<file path="src/rtl/soc_perip_pkg.sv">
// Shared SoC peripheral definitions: UART register map, CTRL/STAT
// bit positions and the TX feeder FSM state type.
package soc_perip_pkg;

  localparam logic [31:0] UART_MASK = 32'h0000_000f;

  localparam logic [31:0] RXDT = 32'h0;
  localparam logic [31:0] TXDT = 32'h4;
  localparam logic [31:0] CTRL = 32'h8;
  localparam logic [31:0] STAT = 32'hc;

  localparam int CTRL_RX_EN   = 0;
  localparam int CTRL_TX_EN   = 1;
  localparam int STAT_TX_BUSY = 1;

  localparam logic [31:0] CTRL_EN_ALL =
    (32'd1 << CTRL_RX_EN) | (32'd1 << CTRL_TX_EN);

  typedef enum logic [1:0] {
    ST_CFG,
    ST_POLL,
    ST_WRITE,
    ST_GAP
  } feeder_state_e;

  function automatic logic [31:0] reg_addr(
    input logic [31:0] base,
    input logic [31:0] off
  );
    return (base & ~UART_MASK) | (off & UART_MASK);
  endfunction

endpackage

</file>
<file path="src/rtl/uart_tx_feeder_if.sv">
// Feeder bundle: producer valid/ready byte stream plus the UART
// register port. master = feeder side, slave = producer/UART side.
interface uart_tx_feeder_if #(
  parameter int AW = 4
);
  logic          in_valid;
  logic          in_ready;
  logic [7:0]    in_data;
  logic          flush;
  logic [AW:0]   level;
  logic          busy;
  logic          bus_we;
  logic [31:0]   bus_addr;
  logic [31:0]   bus_wdata;
  logic [31:0]   bus_rdata;

  modport master (
    input  in_valid, in_data, flush, bus_rdata,
    output in_ready, level, busy,
    output bus_we, bus_addr, bus_wdata
  );

  modport slave (
    output in_valid, in_data, flush, bus_rdata,
    input  in_ready, level, busy,
    input  bus_we, bus_addr, bus_wdata
  );
endinterface

</file>
<file path="src/rtl/sync_fifo.sv">
// Synchronous FIFO with AW+1 bit pointers; push/pop/flush,
// full/empty/level. Ports: clk, rst (async low), push/pop/flush, data.
module sync_fifo #(
  parameter int W     = 8,
  parameter int DEPTH = 16,
  parameter int AW    = 4
) (
  input  logic         clk,
  input  logic         rst,
  input  logic         push_i,
  input  logic         pop_i,
  input  logic         flush_i,
  input  logic [W-1:0] wdata_i,
  output logic [W-1:0] rdata_o,
  output logic         full_o,
  output logic         empty_o,
  output logic [AW:0]  level_o
);

  logic [W-1:0] mem_q [DEPTH];
  logic [AW:0]  wr_q, wr_d;
  logic [AW:0]  rd_q, rd_d;
  logic         do_push;
  logic         do_pop;

  assign full_o  = (wr_q[AW] != rd_q[AW]) &&
                   (wr_q[AW-1:0] == rd_q[AW-1:0]);
  assign empty_o = (wr_q == rd_q);
  assign level_o = wr_q - rd_q;
  assign rdata_o = mem_q[rd_q[AW-1:0]];

  // no bypass: a full FIFO refuses even when popping
  assign do_push = push_i & ~full_o;
  assign do_pop  = pop_i & ~empty_o;

  always_comb begin
    wr_d = wr_q;
    rd_d = rd_q;
    if (flush_i) begin
      wr_d = '0;
      rd_d = '0;
    end else begin
      if (do_push) wr_d = wr_q + 1'b1;
      if (do_pop)  rd_d = rd_q + 1'b1;
    end
  end

  always_ff @(posedge clk or negedge rst) begin
    if (!rst) begin
      wr_q <= '0;
      rd_q <= '0;
    end else begin
      wr_q <= wr_d;
      rd_q <= rd_d;
    end
  end

  always_ff @(posedge clk) begin
    if (do_push && !flush_i) mem_q[wr_q[AW-1:0]] <= wdata_i;
  end

endmodule

</file>
<file path="src/rtl/uart_tx_feeder.sv">
// UART TX feeder: queues producer bytes and, as bus master, enables
// the UART once, polls STAT and writes TXDT. Ports: clk, rst, bus.
module uart_tx_feeder
  import soc_perip_pkg::*;
#(
  parameter int          DEPTH     = 16,
  parameter int          AW        = 4,
  parameter logic [31:0] UART_BASE = 32'hffff0020,
  parameter int          GAP       = 2
) (
  input  logic            clk,
  input  logic            rst,
  uart_tx_feeder_if.master bus
);

  feeder_state_e state_q, state_d;
  logic [3:0]    cnt_q, cnt_d;
  logic [7:0]    head;
  logic          full, empty, pop;
  logic          we;
  logic [31:0]   addr, wdata;
  logic          unused_rdata;

  assign unused_rdata = ^{bus.bus_rdata[31:2], bus.bus_rdata[0]};

  sync_fifo #(.W(8), .DEPTH(DEPTH), .AW(AW)) u_fifo (
    .clk     (clk),
    .rst     (rst),
    .push_i  (bus.in_valid),
    .pop_i   (pop),
    .flush_i (bus.flush),
    .wdata_i (bus.in_data),
    .rdata_o (head),
    .full_o  (full),
    .empty_o (empty),
    .level_o (bus.level)
  );

  always_comb begin
    state_d = state_q;
    cnt_d   = cnt_q;
    we      = 1'b0;
    addr    = reg_addr(UART_BASE, STAT);
    wdata   = '0;
    pop     = 1'b0;
    unique case (state_q)
      ST_CFG: begin
        we      = 1'b1;
        addr    = reg_addr(UART_BASE, CTRL);
        wdata   = CTRL_EN_ALL;
        state_d = ST_POLL;
      end
      ST_POLL: begin
        // a flushing FIFO must not launch a write of a dropped byte
        if (!empty && !bus.flush &&
            !bus.bus_rdata[STAT_TX_BUSY])
          state_d = ST_WRITE;
      end
      ST_WRITE: begin
        we      = 1'b1;
        addr    = reg_addr(UART_BASE, TXDT);
        wdata   = {24'b0, head};
        pop     = 1'b1;
        cnt_d   = 4'(GAP);
        state_d = ST_GAP;
      end
      ST_GAP: begin
        // hides the UART's one-cycle STAT busy set latency
        cnt_d = cnt_q - 1'b1;
        if (cnt_q == 4'd1) state_d = ST_POLL;
      end
      default: state_d = ST_CFG;
    endcase
  end

  always_ff @(posedge clk or negedge rst) begin
    if (!rst) begin
      state_q <= ST_CFG;
      cnt_q   <= '0;
    end else begin
      state_q <= state_d;
      cnt_q   <= cnt_d;
    end
  end

  assign bus.in_ready  = ~full;
  assign bus.busy      = ~empty | (state_q != ST_POLL);
  assign bus.bus_we    = we;
  assign bus.bus_addr  = addr;
  assign bus.bus_wdata = wdata;

endmodule

</file>
<file path="src/flat_wrapper.sv">
// flat-port wrapper written by rule: the top's interface ports become plain ports
module uart_tx_feeder_flat import soc_perip_pkg::*;
#(
  parameter int          DEPTH     = 16,
  parameter int          AW        = 4,
  parameter logic [31:0] UART_BASE = 32'hffff0020,
  parameter int          GAP       = 2
)
  (clk, rst, bus_in_valid, bus_in_data, bus_flush, bus_bus_rdata, bus_in_ready, bus_level, bus_busy, bus_bus_we, bus_bus_addr, bus_bus_wdata);
  uart_tx_feeder_if #(.AW(AW)) bus_i ();
  input  logic clk;
  input  logic rst;
  input wire logic [$bits(bus_i.in_valid)-1:0] bus_in_valid;
  input wire logic [$bits(bus_i.in_data)-1:0] bus_in_data;
  input wire logic [$bits(bus_i.flush)-1:0] bus_flush;
  input wire logic [$bits(bus_i.bus_rdata)-1:0] bus_bus_rdata;
  output wire logic [$bits(bus_i.in_ready)-1:0] bus_in_ready;
  output wire logic [$bits(bus_i.level)-1:0] bus_level;
  output wire logic [$bits(bus_i.busy)-1:0] bus_busy;
  output wire logic [$bits(bus_i.bus_we)-1:0] bus_bus_we;
  output wire logic [$bits(bus_i.bus_addr)-1:0] bus_bus_addr;
  output wire logic [$bits(bus_i.bus_wdata)-1:0] bus_bus_wdata;
  assign bus_i.in_valid = bus_in_valid;
  assign bus_i.in_data = bus_in_data;
  assign bus_i.flush = bus_flush;
  assign bus_i.bus_rdata = bus_bus_rdata;
  assign bus_in_ready = bus_i.in_ready;
  assign bus_level = bus_i.level;
  assign bus_busy = bus_i.busy;
  assign bus_bus_we = bus_i.bus_we;
  assign bus_bus_addr = bus_i.bus_addr;
  assign bus_bus_wdata = bus_i.bus_wdata;
  uart_tx_feeder #(.DEPTH(DEPTH), .AW(AW), .UART_BASE(UART_BASE), .GAP(GAP)) u_core (.clk(clk), .rst(rst), .bus(bus_i));
endmodule
</file>
<file path="config.mk">
export PLATFORM = sky130hd
export DESIGN_NAME = uart_tx_feeder_flat
export DESIGN_NICKNAME = d
export VERILOG_FILES = /design/src/rtl/soc_perip_pkg.sv /design/src/rtl/uart_tx_feeder_if.sv /design/src/rtl/sync_fifo.sv /design/src/rtl/uart_tx_feeder.sv /design/src/flat_wrapper.sv
export SDC_FILE = /design/constraint.sdc
export NUM_CORES = 1
export LEC_CHECK = 0
export CAP_MARGIN = 20
export CORE_MARGIN = 2
export CORE_UTILIZATION = 45
export DETAILED_ROUTE_END_ITERATION = 16
export PLACE_DENSITY_LB_ADDON = 0.1
export SYNTH_ARGS = -nofsm -noshare
export SYNTH_HDL_FRONTEND = slang
export SYNTH_SLANG_ARGS = --single-unit
</file>
<file path="constraint.sdc">
create_clock -name clk -period 4.2 [get_ports clk]
set_clock_uncertainty 0.05 [all_clocks]
set_input_delay 0.42 -clock clk [delete_from_list [all_inputs] [get_ports clk]]
set_output_delay 0.42 -clock clk [all_outputs]
set_load 0.03 [all_outputs]
</file>
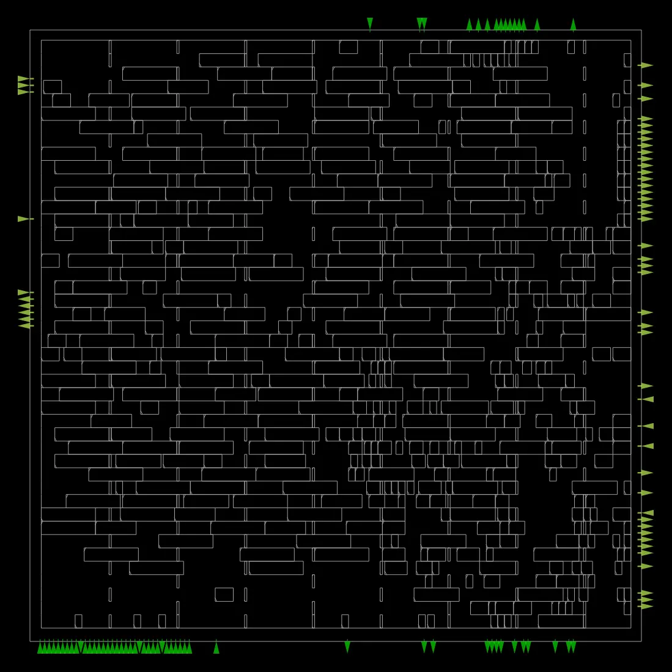
Fig. 1. Placed standard cells.
final core area utilization: 52.8%
Flops: 144
flip-flop and latch share of the layout cell area: 56.0%

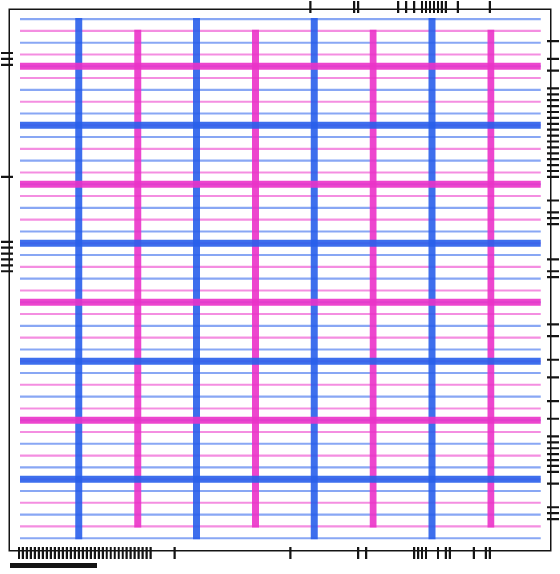
Fig. 2. PDN straps and rails.
Scale bar: 20 um. Pins as bars on the die edge.
Key: VSS = blue; VDD = magenta
45 met1 rails follow the rows. The core has 44 rows. 8 straps on met5. 8 straps on met4. 116 signal pins sit on the boundary.

==> run notes <==
Observations from the implementation run.

Status:
- The run finished with clean final reports.

Timing:
- The run gives the final total negative setup slack as 0 ns.
- The run puts the max-slew violation count at 0.
- Setup repair after global routing left no endpoint under its margin.
- The run puts the post-route minimum period at 3.50 ns.
- The run puts the pin slew with the least headroom to its limit at 0.817 ns.
- The run gives the setup slack after layout as 0.701 ns.

Yosys:
- The run gives the area of the synthesized netlist per yosys stat as 0.00653 sq mm.
- The run gives the sequential share of the synthesized area as 65.0%.
- The run gives the area fraction in and, or, nand and nor cells after synthesis as between 4 and 5%.
- The run puts the summed instance area of the synthesized netlist at 0.00653 sq mm.
- The run puts the area share of xor/xnor cells in the synthesized design at 1.57%.
- The run gives the most instantiated library cell after synthesis as sky130_fd_sc_hd__edfxtp_1.
- By area the synthesized netlist is led by sky130_fd_sc_hd__edfxtp_1 59%, sky130_fd_sc_hd__mux4_2 10%, sky130_fd_sc_hd__buf_4 6.4%, sky130_fd_sc_hd__dfrtp_1 6.1%, sky130_fd_sc_hd__ha_1 3.3%.
- The run puts the number of cell instances after yosys synthesis at 406.
- The run gives the register bit total from synthesis as 144.
- The run puts the post-synthesis adder-cell area fraction at 3.56%.

Floorplan:
- The run puts the number of rows in the core area at 44.
- The run gives the area of the die as 0.0155 sq mm.
- The run gives the I/O pin count as 116.
- The run puts the core area at 0.0144 sq mm.

Routing:
- After detailed routing, the met2 layer carries 6360 um of wire.
- The run gives the total routed wire length on the met1 layer as 5610 um.
- The run gives the top routing layer in use as met4.
- The run puts the routed length on met3 at 740 um.

Finish:
- Per the layout report, the design carries 17 clock buffers.
- The multi-input combinational cells in the finished layout cover a total of 0.00194 sq mm.
- The register with the most flip-flops in the layout has 128 of them.
- In the final layout, non-clock buffers account for 6.01% of the cell area.
- The run puts the post-route cell area at approximately 0.0076 sq mm.

Power and ir drop:
- The flow reports power dissipated in combinational cells as 0.769 mW.
- The run gives the cell area power density as 535 mW/mm^2.
- The analysis attributes to net switching a power of 1.08 mW.
- The run puts the power share of the clock group at about 40%.
- The run puts the sequential logic power at 1.65 mW.

Place:
- The run puts the tally of buffers added on design ports at 30.
- After its last routability iteration, the placer logged a weighted congestion of 0.764.
- The run gives the cell total after placement as slightly above 600.

Worst setup path:
- Per STA, the worst path accumulates the most delay in the family buffers and inverters.
- The run puts the cell count of the worst reg-to-reg path at 8.
- The run gives the critical setup path kind as register to primary output.
- The run puts the required time at the endpoint of the critical path at 3.73 ns.
- The run puts the worst reg-to-reg setup slack at 0.94 ns.
- The run gives the type of destination of the critical path as a primary output.

Clocking:
- The run gives the number of H-tree levels as 4.
- CTS added clock buffers totalling 17.
- The run puts the worst-case clock buffer depth at 2.
- Clock tree synthesis selected as its root buffer the cell sky130_fd_sc_hd__clkbuf_16.
- TritonCTS reports the number of clock sinks as 144.

Global routing:
- met2 is the most crowded layer.

Job:
- The run gives the tally of max-capacitance violations as 0.
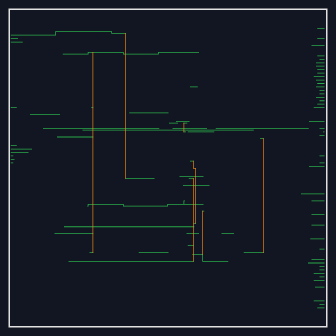
Fig. 3. Signal wires by layer.
Only two layers are drawn.
Key: M3 = green [wire length 740 um]; M4 = orange [wire length 259 um]
overall fraction of global-route tracks in use: 17.6%
Routed Wire Length: 13000 um
total vias in the final route: 3372
routed wire length per instance: 19.8 um

Power and IR drop assume default switching activity.
